--- config.mk ---
export PLATFORM = sky130hd
export DESIGN_NAME = alarm_ctrl
export DESIGN_NICKNAME = d
export VERILOG_FILES = /design/src/rtl/timer_pkg.sv /design/src/rtl/btn_sync_edge.sv /design/src/rtl/alarm_ctrl.sv
export SDC_FILE = /design/constraint.sdc
export NUM_CORES = 1
export LEC_CHECK = 0
export ABC_AREA = 1
export CAP_MARGIN = 20
export CELL_PAD_IN_SITES_DETAIL_PLACEMENT = 2
export CELL_PAD_IN_SITES_GLOBAL_PLACEMENT = 2
export CORE_UTILIZATION = 27
export DETAILED_ROUTE_END_ITERATION = 7
export PLACE_DENSITY_LB_ADDON = 0.1
export RECOVER_POWER = 100
export SYNTH_ARGS = -nofsm -noshare
export SYNTH_HDL_FRONTEND = slang
export SYNTH_SLANG_ARGS = --single-unit
--- constraint.sdc ---
create_clock -name clk -period 3.3 [get_ports clk]
set_input_delay 0.66 -clock clk [delete_from_list [all_inputs] [get_ports clk]]
set_output_delay 0.66 -clock clk [all_outputs]
set_load 0.05 [all_outputs]
--- src/rtl/timer_pkg.sv ---
// -----------------------------------------------------------------------------
// timer_pkg
//  Shared definitions for the alarm/chime sequencer of the digital clock:
//  - DIGIT_W   : width of one BCD time digit
//  - state_e   : sequencer states (IDLE, CHIME, RING, SNOOZE)
//  - BEE_*     : beeper request codes, bit0 = hourly chime, bit1 = alarm
//  - max3      : helper used to size the shared seconds counter
// -----------------------------------------------------------------------------
package timer_pkg;

  localparam int DIGIT_W = 4;

  typedef enum logic [1:0] {
    ST_IDLE   = 2'd0,
    ST_CHIME  = 2'd1,
    ST_RING   = 2'd2,
    ST_SNOOZE = 2'd3
  } state_e;

  localparam logic [1:0] BEE_OFF   = 2'b00;
  localparam logic [1:0] BEE_CHIME = 2'b01;
  localparam logic [1:0] BEE_ALARM = 2'b10;

  function automatic int max3(input int a, input int b, input int c);
    int m;
    m = a;
    if (b > m) m = b;
    if (c > m) m = c;
    return m;
  endfunction

endpackage

--- src/rtl/btn_sync_edge.sv ---
// -----------------------------------------------------------------------------
// btn_sync_edge
//  Brings a raw asynchronous push button into the clk domain with a two-flop
//  synchronizer and turns each press into a single one-clk pulse on its
//  rising edge. Holding the button produces no further pulses.
// Ports
//  clk      in   system clock
//  rst_n    in   asynchronous active-low reset
//  btn_i    in   raw button, active high, asynchronous to clk
//  pulse_o  out  one-clk pulse per press
// -----------------------------------------------------------------------------
module btn_sync_edge (
  input  logic clk,
  input  logic rst_n,
  input  logic btn_i,
  output logic pulse_o
);

  logic meta_q;
  logic sync_q;
  logic prev_q;

  always_ff @(posedge clk or negedge rst_n) begin
    if (!rst_n) begin
      meta_q <= 1'b0;
      sync_q <= 1'b0;
      prev_q <= 1'b0;
    end else begin
      meta_q <= btn_i;
      sync_q <= meta_q;
      prev_q <= sync_q;
    end
  end

  // prev_q is the synchronized level one clk earlier, so this is high for
  // exactly the first clk after the synchronized level rises.
  assign pulse_o = sync_q & ~prev_q;

endmodule

--- src/rtl/alarm_ctrl.sv ---
// -----------------------------------------------------------------------------
// alarm_ctrl
//  Alarm/chime sequencer for the digital clock. Compares the running BCD time
//  against the alarm setting and the top of the hour, then drives the beeper
//  request lines. Handles ring timeout, snooze with a repeat limit, stop and
//  alarm enable.
// Parameters
//  RING_SEC    alarm ring duration in seconds before auto-stop
//  SNOOZE_SEC  snooze pause in seconds before re-ring
//  CHIME_SEC   hourly chime duration in seconds
//  MAX_SNOOZE  snoozes allowed per alarm event; the next snooze acts as stop
// Ports
//  clk, rst_n                  clock, asynchronous active-low reset
//  tick_1hz                    one-clk pulse per second (clk domain)
//  hour_t/hour_o/min_t/min_o/sec_t/sec_o   current time digits (BCD)
//  al_hour_t/al_hour_o/al_min_t/al_min_o   alarm time digits (BCD)
//  alarm_en                    alarm armed when high (level)
//  snooze_btn, stop_btn        raw push buttons, active high, asynchronous
//  bee_req                     {alarm, chime} request to the beeper
//  alarm_led                   high in RING or SNOOZE
//  snooze_cnt                  snoozes used in the current alarm event
// -----------------------------------------------------------------------------
module alarm_ctrl
  import timer_pkg::*;
#(
  parameter int RING_SEC   = 60,
  parameter int SNOOZE_SEC = 300,
  parameter int CHIME_SEC  = 2,
  parameter int MAX_SNOOZE = 3
) (
  input  logic               clk,
  input  logic               rst_n,
  input  logic               tick_1hz,
  input  logic [DIGIT_W-1:0] hour_t,
  input  logic [DIGIT_W-1:0] hour_o,
  input  logic [DIGIT_W-1:0] min_t,
  input  logic [DIGIT_W-1:0] min_o,
  input  logic [DIGIT_W-1:0] sec_t,
  input  logic [DIGIT_W-1:0] sec_o,
  input  logic [DIGIT_W-1:0] al_hour_t,
  input  logic [DIGIT_W-1:0] al_hour_o,
  input  logic [DIGIT_W-1:0] al_min_t,
  input  logic [DIGIT_W-1:0] al_min_o,
  input  logic               alarm_en,
  input  logic               snooze_btn,
  input  logic               stop_btn,
  output logic [1:0]         bee_req,
  output logic               alarm_led,
  output logic [1:0]         snooze_cnt
);

  localparam int MAX_SEC = max3(RING_SEC, SNOOZE_SEC, CHIME_SEC);
  localparam int CNT_W   = $clog2(MAX_SEC + 1);

  localparam logic [CNT_W-1:0] RING_LD   = CNT_W'(RING_SEC);
  localparam logic [CNT_W-1:0] SNOOZE_LD = CNT_W'(SNOOZE_SEC);
  localparam logic [CNT_W-1:0] CHIME_LD  = CNT_W'(CHIME_SEC);
  localparam logic [CNT_W-1:0] CNT_ONE   = CNT_W'(1);
  localparam logic [1:0]       SNZ_MAX   = 2'(MAX_SNOOZE);
  localparam logic [DIGIT_W-1:0] DIG_ZERO = '0;

  // ---------------------------------------------------------------------------
  // Button conditioning
  // ---------------------------------------------------------------------------
  logic snooze_p;
  logic stop_p;

  btn_sync_edge u_snooze_sync (
    .clk     (clk),
    .rst_n   (rst_n),
    .btn_i   (snooze_btn),
    .pulse_o (snooze_p)
  );

  btn_sync_edge u_stop_sync (
    .clk     (clk),
    .rst_n   (rst_n),
    .btn_i   (stop_btn),
    .pulse_o (stop_p)
  );

  // ---------------------------------------------------------------------------
  // Time compares
  // ---------------------------------------------------------------------------
  logic al_hit;
  logic top_hit;
  logic sec_zero;

  always_comb begin
    sec_zero = (sec_t == DIG_ZERO) && (sec_o == DIG_ZERO);
    al_hit   = alarm_en && sec_zero &&
               (hour_t == al_hour_t) && (hour_o == al_hour_o) &&
               (min_t  == al_min_t)  && (min_o  == al_min_o);
    top_hit  = sec_zero && (min_t == DIG_ZERO) && (min_o == DIG_ZERO);
  end

  // Registered compare and its one-clk-delayed copy. Both come out of reset
  // as "already matching": a time that still matches when reset is released
  // must not look like a fresh rising edge and re-trigger the alarm/chime.
  logic al_cmp_q;
  logic al_dly_q;
  logic top_cmp_q;
  logic top_dly_q;
  logic al_ev;
  logic top_ev;

  always_ff @(posedge clk or negedge rst_n) begin
    if (!rst_n) begin
      al_cmp_q  <= 1'b1;
      al_dly_q  <= 1'b1;
      top_cmp_q <= 1'b1;
      top_dly_q <= 1'b1;
    end else begin
      al_cmp_q  <= al_hit;
      al_dly_q  <= al_cmp_q;
      top_cmp_q <= top_hit;
      top_dly_q <= top_cmp_q;
    end
  end

  assign al_ev  = al_cmp_q  & ~al_dly_q;
  assign top_ev = top_cmp_q & ~top_dly_q;

  // ---------------------------------------------------------------------------
  // Sequencer next-state
  // ---------------------------------------------------------------------------
  state_e           state_q;
  state_e           state_d;
  logic [CNT_W-1:0] cnt_q;
  logic [CNT_W-1:0] cnt_d;
  logic [1:0]       snz_q;
  logic [1:0]       snz_d;
  logic [1:0]       bee_q;
  logic [1:0]       bee_d;
  logic             led_q;
  logic             led_d;
  logic             expire;

  always_comb begin
    state_d = state_q;
    cnt_d   = cnt_q;
    snz_d   = snz_q;
    expire  = tick_1hz && (cnt_q == CNT_ONE);

    // Free-running countdown; any state change below overrides it with a
    // fresh load (or clears it on return to IDLE).
    if (tick_1hz && (cnt_q != '0)) begin
      cnt_d = cnt_q - CNT_ONE;
    end

    case (state_q)
      ST_IDLE: begin
        if (al_ev) begin
          state_d = ST_RING;
          cnt_d   = RING_LD;
          snz_d   = 2'd0;
        end else if (top_ev) begin
          state_d = ST_CHIME;
          cnt_d   = CHIME_LD;
        end
      end

      ST_CHIME: begin
        if (al_ev) begin
          state_d = ST_RING;
          cnt_d   = RING_LD;
          snz_d   = 2'd0;
        end else if (expire) begin
          state_d = ST_IDLE;
          cnt_d   = '0;
        end
      end

      ST_RING: begin
        // Stop is tested first so a simultaneous stop+snooze is a stop.
        if (!alarm_en || stop_p) begin
          state_d = ST_IDLE;
          cnt_d   = '0;
        end else if (snooze_p) begin
          if (snz_q < SNZ_MAX) begin
            state_d = ST_SNOOZE;
            cnt_d   = SNOOZE_LD;
            snz_d   = snz_q + 2'd1;
          end else begin
            state_d = ST_IDLE;
            cnt_d   = '0;
          end
        end else if (expire) begin
          state_d = ST_IDLE;
          cnt_d   = '0;
        end
      end

      ST_SNOOZE: begin
        if (!alarm_en || stop_p) begin
          state_d = ST_IDLE;
          cnt_d   = '0;
        end else if (expire) begin
          state_d = ST_RING;
          cnt_d   = RING_LD;
        end
      end

      default: begin
        state_d = ST_IDLE;
        cnt_d   = '0;
      end
    endcase

    // Outputs are decoded from the next state so they register together
    // with the state and add no extra clk of latency.
    case (state_d)
      ST_RING:  bee_d = BEE_ALARM;
      ST_CHIME: bee_d = BEE_CHIME;
      default:  bee_d = BEE_OFF;
    endcase
    led_d = (state_d == ST_RING) || (state_d == ST_SNOOZE);
  end

  // ---------------------------------------------------------------------------
  // Sequencer registers
  // ---------------------------------------------------------------------------
  always_ff @(posedge clk or negedge rst_n) begin
    if (!rst_n) begin
      state_q <= ST_IDLE;
      cnt_q   <= '0;
      snz_q   <= 2'd0;
      bee_q   <= BEE_OFF;
      led_q   <= 1'b0;
    end else begin
      state_q <= state_d;
      cnt_q   <= cnt_d;
      snz_q   <= snz_d;
      bee_q   <= bee_d;
      led_q   <= led_d;
    end
  end

  assign bee_req    = bee_q;
  assign alarm_led  = led_q;
  assign snooze_cnt = snz_q;

endmodule
m1.png
Cells faint in the background.
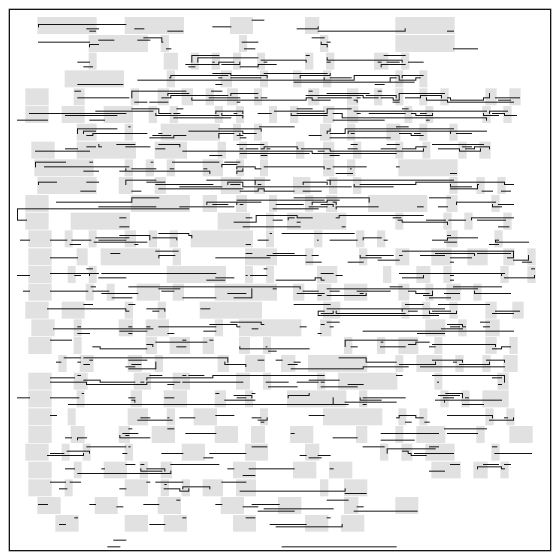
The wires run mostly horizontal. The longest straight run is 42.8 um. The layer carries 2580 um of wire. The layer holds 45% of the routed length. 318 nets have wire on it.
total detailed-routing wirelength: 5780 um
routed vias: 1836
GRT met1 Usage: 0.212

util_map.png
Bar = 20 um. The die is cut into 8 by 8 equal tiles; dark blue is low, red is high, 0 to 100% covered.
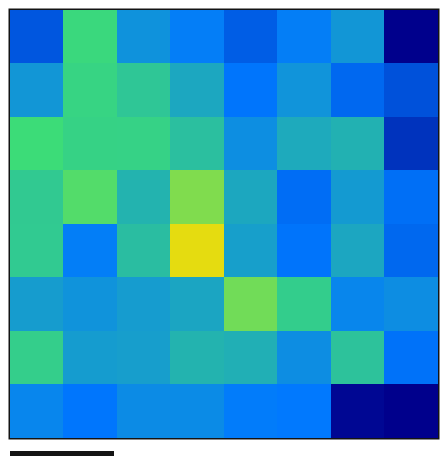
The fullest tile reaches 72%. The mean over all tiles is 33%. 4.7% of the tiles are nearly empty.
fp util: 0.278
area of the core: 6310 um^2
post-layout utilization of the core: 0.376

m2.png
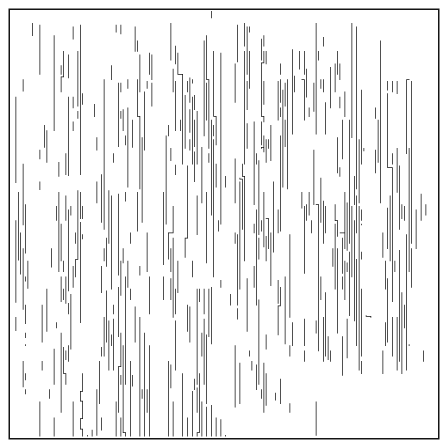
The layer holds 52% of the routed length. The wires run mostly vertical.

congestion_map.png
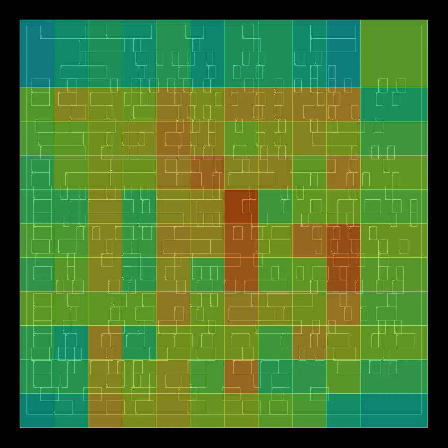
GRT Max-Usage Layer: met2
GR Layer Usage met2: 0.355
met3 Usage GRT: 0.0275
global routing usage summed across all routing layers: 0.182
detail-routed net length per standard cell: 15.0 um

sizing.png
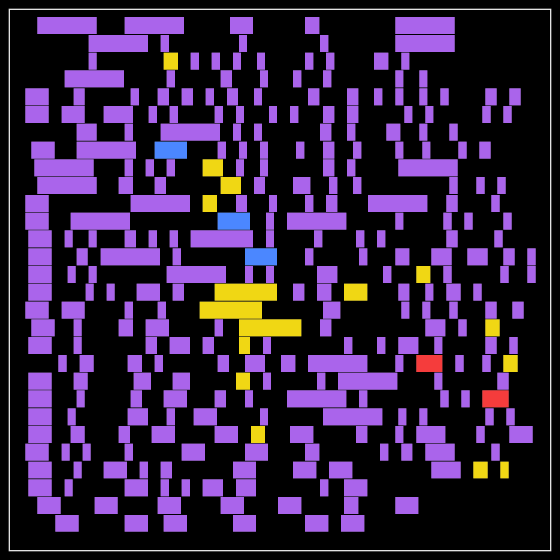
Blue marks x6 and larger, cells 3, most used clkbuf_8. Purple marks x1 and smaller, cells 286, most used nand2_1. Red marks x3 and x4, cells 2. Yellow marks x2, cells 16, most used nor2_2.
Non-Clock Buffer Count: 51
P&R area growth vs syn: 35.3%
final non-filler cell area: 2370 um^2
min setup slack post-route: 0.951 ns

==> notes.md <==
By instance count, the leading cell after synthesis is nand2_1. Counting distinct cell types in the post-synthesis netlist gives 33. Hold is met by 0.361 ns.

The run gives 8 for the worst-path maximum fanout. TritonCTS built the clock tree. The type of the setup path with the least slack is reg2out. The timing report gives the biggest stage delay along the critical path as 0.92 ns. The number of flip-flops in the largest register came out at 9. STA classifies the critical path startpoint as a flop. For the pin with the worst max-slew slack, the measured transition is 1.45 ns. The count of warning messages emitted by the tools was 28; the number of antenna diodes was 0. The fraction of synthesized cell area taken by the top area cell type works out to 0.299.

The synthesized design spends more area on one cell type than any other, namely dfrtp_1. Summed over all failing endpoints, the final setup total negative slack is 0 ns. Post-synthesis, Yosys gives the total cell area as 1760 um^2. The top flip-flop cell by instance count after synthesis was dfrtp_1. Total setup buffers inserted after CTS: 0.

The run gives 1977 for the via count of the first global-routing pass. Switching share of power: 0.435. The run gives 0 for the number of hold-slack violations in the final timing report.

Counting every net in the synthesized netlist gives 302. Register with the most flip-flops: cnt_q. In this run, post-CTS hold repair placed 0 buffers. The run gives 0.156 as the clock network fraction of design power.

The maximum ir drop on the vdd rail was 0.212 mV. For the worst slack after detailed placement, the log shows 1.06 ns. Listed in order, past its start point the critical path passes dlygate4sd3_1. Max-cap violations in this run came to 0. The count of buffer and inverter cells on the critical path is 1. For the latest clock arrival within the worst-skew pair, the log shows 0.27 ns. Ranked by total cell area, the synthesized netlist is headed by dfrtp_1 30%, nand2_1 15%, inv_1 8.3%, dfstp_2 6.0%, nand3_1 6.0%. The simple-gate area share of the yosys netlist was 0.381.

After layout, the setup clock skew is reported as 0.0112 ns. The first global-routing pass estimated 9290 um of wire. Recorded from the global router log, the overflow total was 0. Setup repair after global routing left no endpoint under its margin. The run gives 0 for the final max-slew violation count. The run gives 0.0285 for the fraction of the mapped netlist area in adder cells. The average cell area after synthesis came out at 6.97 um^2. Synthesis handed over a netlist of 252 instances. The synthesized design contains 25 register bits. Yosys shows that the main logic family after synthesis is simple AND/OR/NAND/NOR gates.

For this run the detailed placement stage logged an HPWL of 4970 um. The CTS log lists the clock sinks for this run as 25. The logic gate share of total power was 0.472.

With the yosys cell count at 252, the yosys synthesis warning count is 0. The share of the clock period used by the worst path after layout works out to 0.712. The flow reported a cell area power density of 497 nW/um^2. Counting tap cells, the placed design contains a total of 380 instances. After synthesis, the most frequently instantiated cells are 71 x nand2_1, 39 x inv_1, 24 x nor2_1. The run gives 82.6 um for the vertical extent of the die. The ratio of cells with drive above 1 in the final layout was 0.0684; the violation count after the first detailed-route iteration was 55. After the flow finishes, the layout carries non-filler instances totaling 384. For the worst endpoint data arrival time, the log shows 1.69 ns. The overall die width works out to 82.6 um. The run finished with clean final reports. The number of stages on the worst setup path came out at 1. The largest net degree at the start of global routing was 26; the per-cell via count in the routed design was 4.78. The run gives 0.0314 for the worst max-slew margin expressed relative to the limit. Power share of the sequential group: 0.371. The post-cts sizing count was 0. Clock buffer count from CTS: 3. The run gives 1.00 for the async set-or-reset flop fraction in the synthesized netlist. The floorplan has 29 rows.
## final timing paths
kind | start | end | slack (ns)
max in group asynchronous | rst_n | cnt_q[4]$_DFF_PN0_ | 1.17
min in group asynchronous | rst_n | u_stop_sync.sync_q$_DFF_PN0_ | 1.27
hold / removal | u_snooze_sync.meta_q$_DFF_PN0_ | u_snooze_sync.sync_q$_DFF_PN0_ | 0.36
setup / recovery | alarm_led$_DFF_PN0_ | alarm_led | 0.95
hold reg to reg | u_snooze_sync.meta_q$_DFF_PN0_ | u_snooze_sync.sync_q$_DFF_PN0_ | 0.36
setup reg to reg | cnt_q[0]$_DFF_PN0_ | cnt_q[3]$_DFF_PN0_ | 1.34
## routing by layer
layer,routed length (um),vias up
met5,0,-
met4,27,0
met3,149,4
met2,3020,29
met1,2580,878
li1,-,925
## cell type report
type	count	area (um^2)
Sequential cell	25	631
Tap cell	77	96.3
Timing Repair Buffer	51	504
Inverter	40	150
Fill cell	789	3940
Clock buffer	3	41.3
Multi-Input combinational cell	187	947
Clock inverter	1	5.00
## worst register-to-register path: cells and delay by family (launching register included)
kind	cells	cell delay, ns
fa+ha+maj	1	0.22
buf+inv	1	0.20
flops	1	0.41
simple gates	9	1.06
## power groups by stage
stage / registers (mW) / logic (mW) / clock network, mW
floorplan: 0.439 / 0.372 / 0
global placement: 0.444 / 0.559 / 0
detailed placement: 0.445 / 0.574 / 0
CTS: 0.440 / 0.577 / 0.194
global route: 0.447 / 0.644 / 0.204
finish: 0.438 / 0.557 / 0.184
## cells by family (layout without fill, tap and decap cells)
group	count (synthesis)	after routing
buf+inv	40	95
compound gates	30	30
fa+ha+maj	4	4
simple gates	146	146
flops	25	25
xor+xnor	7	7
## cells in the final DEF, fill, tap and decap left out, types with 2 or more instances in the layout
cell type / instances
nand2_1: 74
inv_1: 39
clkdlybuf4s50_1: 39
nor2_1: 25
nand3_1: 21
dfrtp_1: 21
o21ai_0: 11
dlygate4sd3_1: 11
nor2_2: 5
nand4_1: 5
xor2_1: 5
o22ai_1: 5
a21oi_1: 4
nor3_1: 4
nor4_1: 4
ha_1: 4
dfstp_2: 3
clkbuf_8: 3
xnor2_1: 2
or2_2: 2
a22o_1: 2
## metrics by stage
step / area [um^2] / power (mW)
2_1_floorplan: 1760 / 0.811
3_3_place_gp: 2360 / 1.00
3_5_place_dp: 2360 / 1.02
4_1_cts: 2410 / 1.21
5_1_grt: 2370 / 1.30
6_report: 2370 / 1.18
Power and IR drop assume default switching activity.
